===== config.mk =====
export PLATFORM = sky130hd
export DESIGN_NAME = cascade_stage_scheduler
export DESIGN_NICKNAME = d
export VERILOG_FILES = /design/src/rtl/cascade_stage_scheduler.sv
export SDC_FILE = /design/constraint.sdc
export NUM_CORES = 1
export LEC_CHECK = 0
export ABC_CLOCK_PERIOD_IN_PS = 3730
export CAP_MARGIN = 20
export CORE_MARGIN = 2
export CORE_UTILIZATION = 50
export DETAILED_ROUTE_END_ITERATION = 12
export DONT_BUFFER_PORTS = 1
export GPL_TIMING_DRIVEN = 1
export SLEW_MARGIN = 20
export SYNTH_ARGS = -nofsm -noshare
export SYNTH_HDL_FRONTEND = slang
export SYNTH_SLANG_ARGS = --single-unit

===== constraint.sdc =====
create_clock -name clk_fpga -period 3.73 [get_ports clk_fpga]
set_clock_uncertainty 0.05 [all_clocks]
set_input_delay 0.746 -clock clk_fpga [delete_from_list [all_inputs] [get_ports clk_fpga]]
set_output_delay 0.746 -clock clk_fpga [all_outputs]
set_load 0.005 [all_outputs]

===== src/rtl/cascade_stage_scheduler.sv =====
// cascade_stage_scheduler
//   Sequences one Haar-cascade evaluation of an integral-image window. It walks
//   the stage database in ROM one stage at a time and streams each classifier
//   parameter word to the stage evaluator, tagged with its stage, classifier and
//   parameter indices. After each stage it waits for the evaluator's verdict. It
//   exits early on the first failing stage. The window is reported as a face
//   candidate only if every stage passes.
//
//   Database layout, contiguous from address 0: for each stage, one count word N,
//   followed by N*NUM_PARAM_PER_CLASSIFIER parameter words.
//
// Ports
//   clk_fpga, reset_fpga          clock, synchronous active-high reset
//   i_start, i_abort              begin cascade / abandon current window
//   o_rom_en, o_rom_addr          ROM read request (data returns next cycle)
//   i_rom_data                    ROM read data
//   o_param_valid, o_param_data   parameter word stream to the evaluator
//   o_index_stage/classifier/param  tags for the current word
//   o_end_single_classifier       last word of a classifier
//   o_end_stage                   last word of a stage
//   i_stage_result_valid, i_stage_pass  evaluator verdict
//   o_busy, o_done, o_candidate   status and result
module cascade_stage_scheduler #(
    parameter int DATA_WIDTH_12            = 12,
    parameter int ADDR_WIDTH               = 16,
    parameter int NUM_STAGE                = 24,
    parameter int NUM_PARAM_PER_CLASSIFIER = 18
) (
    input  logic                     clk_fpga,
    input  logic                     reset_fpga,
    input  logic                     i_start,
    input  logic                     i_abort,
    output logic                     o_rom_en,
    output logic [ADDR_WIDTH-1:0]    o_rom_addr,
    input  logic [DATA_WIDTH_12-1:0] i_rom_data,
    output logic                     o_param_valid,
    output logic [DATA_WIDTH_12-1:0] o_param_data,
    output logic [DATA_WIDTH_12-1:0] o_index_stage,
    output logic [DATA_WIDTH_12-1:0] o_index_classifier,
    output logic [DATA_WIDTH_12-1:0] o_index_param,
    output logic                     o_end_single_classifier,
    output logic                     o_end_stage,
    input  logic                     i_stage_result_valid,
    input  logic                     i_stage_pass,
    output logic                     o_busy,
    output logic                     o_done,
    output logic                     o_candidate
);

    localparam logic [2:0] IDLE        = 3'd0;
    localparam logic [2:0] FETCH_COUNT = 3'd1;
    localparam logic [2:0] WAIT_COUNT  = 3'd2;
    localparam logic [2:0] STREAM      = 3'd3;
    localparam logic [2:0] DRAIN       = 3'd4;
    localparam logic [2:0] WAIT_RESULT = 3'd5;
    localparam logic [2:0] DONE        = 3'd6;

    localparam logic [DATA_WIDTH_12-1:0] LAST_PARAM = DATA_WIDTH_12'(NUM_PARAM_PER_CLASSIFIER - 1);
    localparam logic [DATA_WIDTH_12-1:0] LAST_STAGE = DATA_WIDTH_12'(NUM_STAGE - 1);
    localparam logic [DATA_WIDTH_12-1:0] ONE        = DATA_WIDTH_12'(1);

    logic [2:0]               state;
    logic [ADDR_WIDTH-1:0]    addr;
    logic [DATA_WIDTH_12-1:0] stage_cnt;
    logic [DATA_WIDTH_12-1:0] cls_cnt;
    logic [DATA_WIDTH_12-1:0] param_cnt;
    logic [DATA_WIDTH_12-1:0] num_cls;
    logic                     param_valid_q;
    logic                     last_stage;
    logic                     last_param;
    logic                     last_word;

    assign last_stage = (stage_cnt == LAST_STAGE);
    assign last_param = (param_cnt == LAST_PARAM);
    assign last_word  = last_param && (cls_cnt == num_cls - ONE);

    // addr always points at the next word to read. It runs straight through the
    // database, so after the last parameter of a stage it already holds the next
    // stage's count address.
    assign o_rom_en   = (state == FETCH_COUNT) || (state == STREAM);
    assign o_rom_addr = addr;
    assign o_busy     = (state != IDLE);
    assign o_done     = (state == DONE);

    // The tags are registered alongside the read, and the word itself arrives from
    // the ROM in the following cycle. Gating the ROM output with the registered
    // valid bit keeps the word aligned with its tags and forces it to zero otherwise.
    assign o_param_valid = param_valid_q;
    assign o_param_data  = param_valid_q ? i_rom_data : '0;

    always_ff @(posedge clk_fpga) begin
        if (reset_fpga) begin
            state                   <= IDLE;
            addr                    <= '0;
            stage_cnt               <= '0;
            cls_cnt                 <= '0;
            param_cnt               <= '0;
            num_cls                 <= '0;
            param_valid_q           <= 1'b0;
            o_index_stage           <= '0;
            o_index_classifier      <= '0;
            o_index_param           <= '0;
            o_end_single_classifier <= 1'b0;
            o_end_stage             <= 1'b0;
            o_candidate             <= 1'b0;
        end else begin
            param_valid_q           <= 1'b0;
            o_end_single_classifier <= 1'b0;
            o_end_stage             <= 1'b0;
            if (i_abort && (state != IDLE)) begin
                state       <= IDLE;
                o_candidate <= 1'b0;
            end else begin
                case (state)
                    IDLE: begin
                        if (i_start) begin
                            addr        <= '0;
                            stage_cnt   <= '0;
                            o_candidate <= 1'b0;
                            state       <= FETCH_COUNT;
                        end
                    end
                    FETCH_COUNT: begin
                        addr  <= addr + 1'b1;
                        state <= WAIT_COUNT;
                    end
                    WAIT_COUNT: begin
                        num_cls   <= i_rom_data;
                        cls_cnt   <= '0;
                        param_cnt <= '0;
                        if (i_rom_data == '0) begin
                            // An empty stage passes without a verdict.
                            if (last_stage) begin
                                o_candidate <= 1'b1;
                                state       <= DONE;
                            end else begin
                                stage_cnt <= stage_cnt + ONE;
                                state     <= FETCH_COUNT;
                            end
                        end else begin
                            state <= STREAM;
                        end
                    end
                    STREAM: begin
                        addr                    <= addr + 1'b1;
                        param_valid_q           <= 1'b1;
                        o_index_stage           <= stage_cnt;
                        o_index_classifier      <= cls_cnt;
                        o_index_param           <= param_cnt;
                        o_end_single_classifier <= last_param;
                        o_end_stage             <= last_word;
                        if (last_param) begin
                            param_cnt <= '0;
                            cls_cnt   <= cls_cnt + ONE;
                        end else begin
                            param_cnt <= param_cnt + ONE;
                        end
                        if (last_word) begin
                            state <= DRAIN;
                        end
                    end
                    DRAIN: begin
                        state <= WAIT_RESULT;
                    end
                    WAIT_RESULT: begin
                        if (i_stage_result_valid) begin
                            if (!i_stage_pass) begin
                                o_candidate <= 1'b0;
                                state       <= DONE;
                            end else if (last_stage) begin
                                o_candidate <= 1'b1;
                                state       <= DONE;
                            end else begin
                                stage_cnt <= stage_cnt + ONE;
                                state     <= FETCH_COUNT;
                            end
                        end
                    end
                    DONE: begin
                        state <= IDLE;
                    end
                    default: begin
                        state <= IDLE;
                    end
                endcase
            end
        end
    end

endmodule


==> notes.md <==
run results: r2r setup slk 860 ps, Buffers on Ports 0, invs w/o clock 9, end of the critical path state[2], crit-path leading delay family simple AND/OR/NAND/NOR gates, Async SR Flop Fraction 0, DR vias/cell between 5 and 6, CTS Sinks ~110, Initial Utilization 0.520, P per Cell Area 377 nW/um2, ys flops ~110, crit-path cells ha_1 > nor4b_1 > nand3_1 > or4_1 > a211o_1 > or4_4 > a211oi_2, nets@finish approximately 670, Hold Path Cell Cnt 1, Main power group registers, Max clock buf depth 2, CLK BUF 12, Clk pwr share 0.338, final instance area ~5400 um2, final worst slack just under 900 ps, Reg area 2140 um2, Max Slew Vio Count 0, Final setup violation count 0, FMAX 349 MHz, synthesized area slightly above 5000 um2, GR Overflow Total 0, clock period minus worst slack 2870 ps, DRC viols 0, floorplan net count around 690, yosys stat area between 5000 and 6000 um2, share of post-route cells with drive strength above 1 0.0461, most common logic cell in the routed design nand2_1, Clock transition at path regs about 110 ps, wire per inst 15.4 um, Comb gates a little over 500, CP Capture Type register, status complete, no violations, cells on worst reg2reg path 7, post-CTS resize count 0, DIE AREA 11100 um2, highest routed layer met4, logic share of the area 0.522, largest cell class by area combinational gates, # Max-Cap Violations 0, headroom to the max-slew limit 0.345, Power Clock slightly below 700 uW, Post-Syn Area per Cell slightly below 8 um2, Root Buffer clkbuf_8, Die W between 100 and 150 um, Seq pwr share 0.580, row count 36, Pleak 0.00185 uW, total CTS buffers 9, initial antenna violation count 0, Seq/Total Area, Yosys 0.417, Dominant cell area share 0.417, Well Taps 133, Final period util 0.768, reg-to-reg endpoint state[2], antenna cells 0, largest net degree at the start of global routing 74, RR Startpoint param_cnt[0], Place WS 912 ps, Core Area slightly below 10000 um2, multi-input logic area roughly 2800 um2, Signal buf overhead 0.00835, CP Class register to register, RSZ-0062 raised after global routing false, DR WL met3 roughly 750 um, Final Util 0.547, Seq. pwr between 1000 and 1500 uW, critical hold path startpoint reset_fpga, Comb power frac 0.083, Peak VDD IR about 0.18 mV, met3 usage 0.0544, Hold EP o_index_classifier[6], Top Layout Cells nand2_1 (130), dfxtp_1 (107), a21oi_1 (78), nor2_1 (56), xor2_1 (29), Sw Pwr roughly 530 uW, Most used DFF post-synth dfxtp_1, critical path's slowest cell or4_1, Yosys cell types ~52, Synthesis Warnings 0, GRT Max-Usage Layer met2, Post-CTS Setup Inserts 0, Startpoint Class register, Finished Layout Cells 784, vias in the first global route 4094, worst-margin pin slew approximately 980 ps, total I/O pin count about 90, yosys cell count between 600 and 700, gr usage total 0.217, Metal-1 WL 5660 um, Yosys top cell by instances nand2_1, crit path DAT 3100 ps, Seq area share 0.397, antenna-violating nets left 0, clk_lat worst skew approximately 370 ps, Buf/Inv on CP 0, CP max FO 7, Yosys top cell by area dfxtp_1, htree depth 3, switch share 0.262, Placer Congestion about 0.93, top cells by count, synth nand2_1 (130), dfxtp_1 (107), a21oi_1 (78), Crit path required time about 4000 ps, GR Layer Usage met1 0.292, Hold Path Class primary input to register, Fin. Hold Viols 0, sequential cells 107, Signal buffers 6, Pre-antenna DRT Iters 5, WHS a little under 400 ps, HPWL Detailed around 8600 um, CTS tree built, source of the critical timing path param_cnt[0], total power about 2000 uW, flip-flops with a built-in enable 0, area grow syn2layout 5.09%, Post-CTS Hold Buffers 0, Critical Path Stages 7, clock-cell share of area 0.0350, DP Area ~5200 um2, setup TNS 0 ps, fillers ~1000, Syn Inst Count around 670, Comb. pwr around 170 uW, Power Internal about 1500 uW, met2 WL ~5500 um
-- flip-flops by register name (all words and copies together), names as in the netlist, 3 cells and up --
| register | count |
|---|---|
| stage_cnt | 12 |
| state | 3 |
| o_index_stage | 12 |
| cls_cnt | 12 |
| o_index_param | 12 |
| o_rom_addr | 16 |
| param_cnt | 12 |
| o_index_classifier | 12 |
| num_cls | 12 |
-- cells by family after synthesis --
| group | share of synthesized area |
|---|---|
| DFF | 0.417 |
| and+or+nand+nor | 0.313 |
| buffers and inverters | 0.0341 |
| muxes | 0.00195 |
| adders and majority gates | 0.0146 |
| AOI/OAI and AO/OA | 0.144 |
| xor gates and xnor gates | 0.0751 |
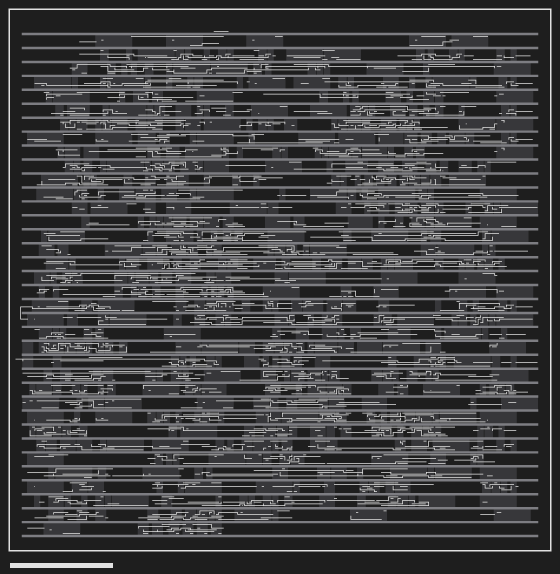
m1.png
The bar under the picture is 20 um long. Supply wires on this layer in grey. Cells faint in the background.
The wires run mostly horizontal. The longest straight run is 33.1 um. 634 nets have wire on it. The layer holds 47% of the routed length.

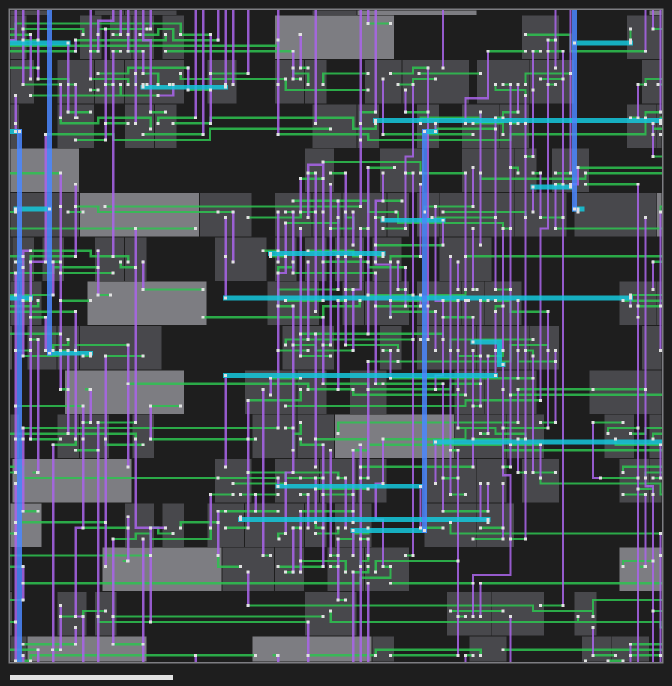
closeup.png
The bar under the picture is 10 um long. Window x 33 to 73, y 12 to 52 um. Cells in grey, sequential cells in the stronger grey; small squares are vias.
Key: M2 = purple; M3 = cyan; M4 = blue; M1 = green
124 logic cells have their middle in the window. Most frequent: nand2_1 (19), xnor2_1 (11), a21oi_1 (11). Netlist names of flops here include `num_cls` (8). Sequential cells in the window: 10.

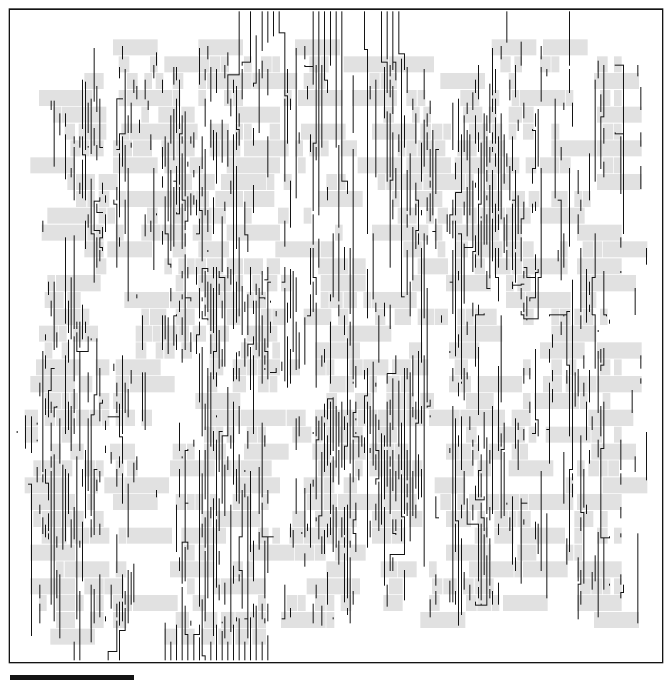
m2.png
The bar under the picture is 20 um long. Cells faint in the background.
The wires run mostly vertical. The layer carries 5470 um of wire.
met2 Usage GRT: 0.346
DR vias: 4427
final wirelength: 12000 um

Power figures rest on the tool's default switching activity, not on a simulated workload.
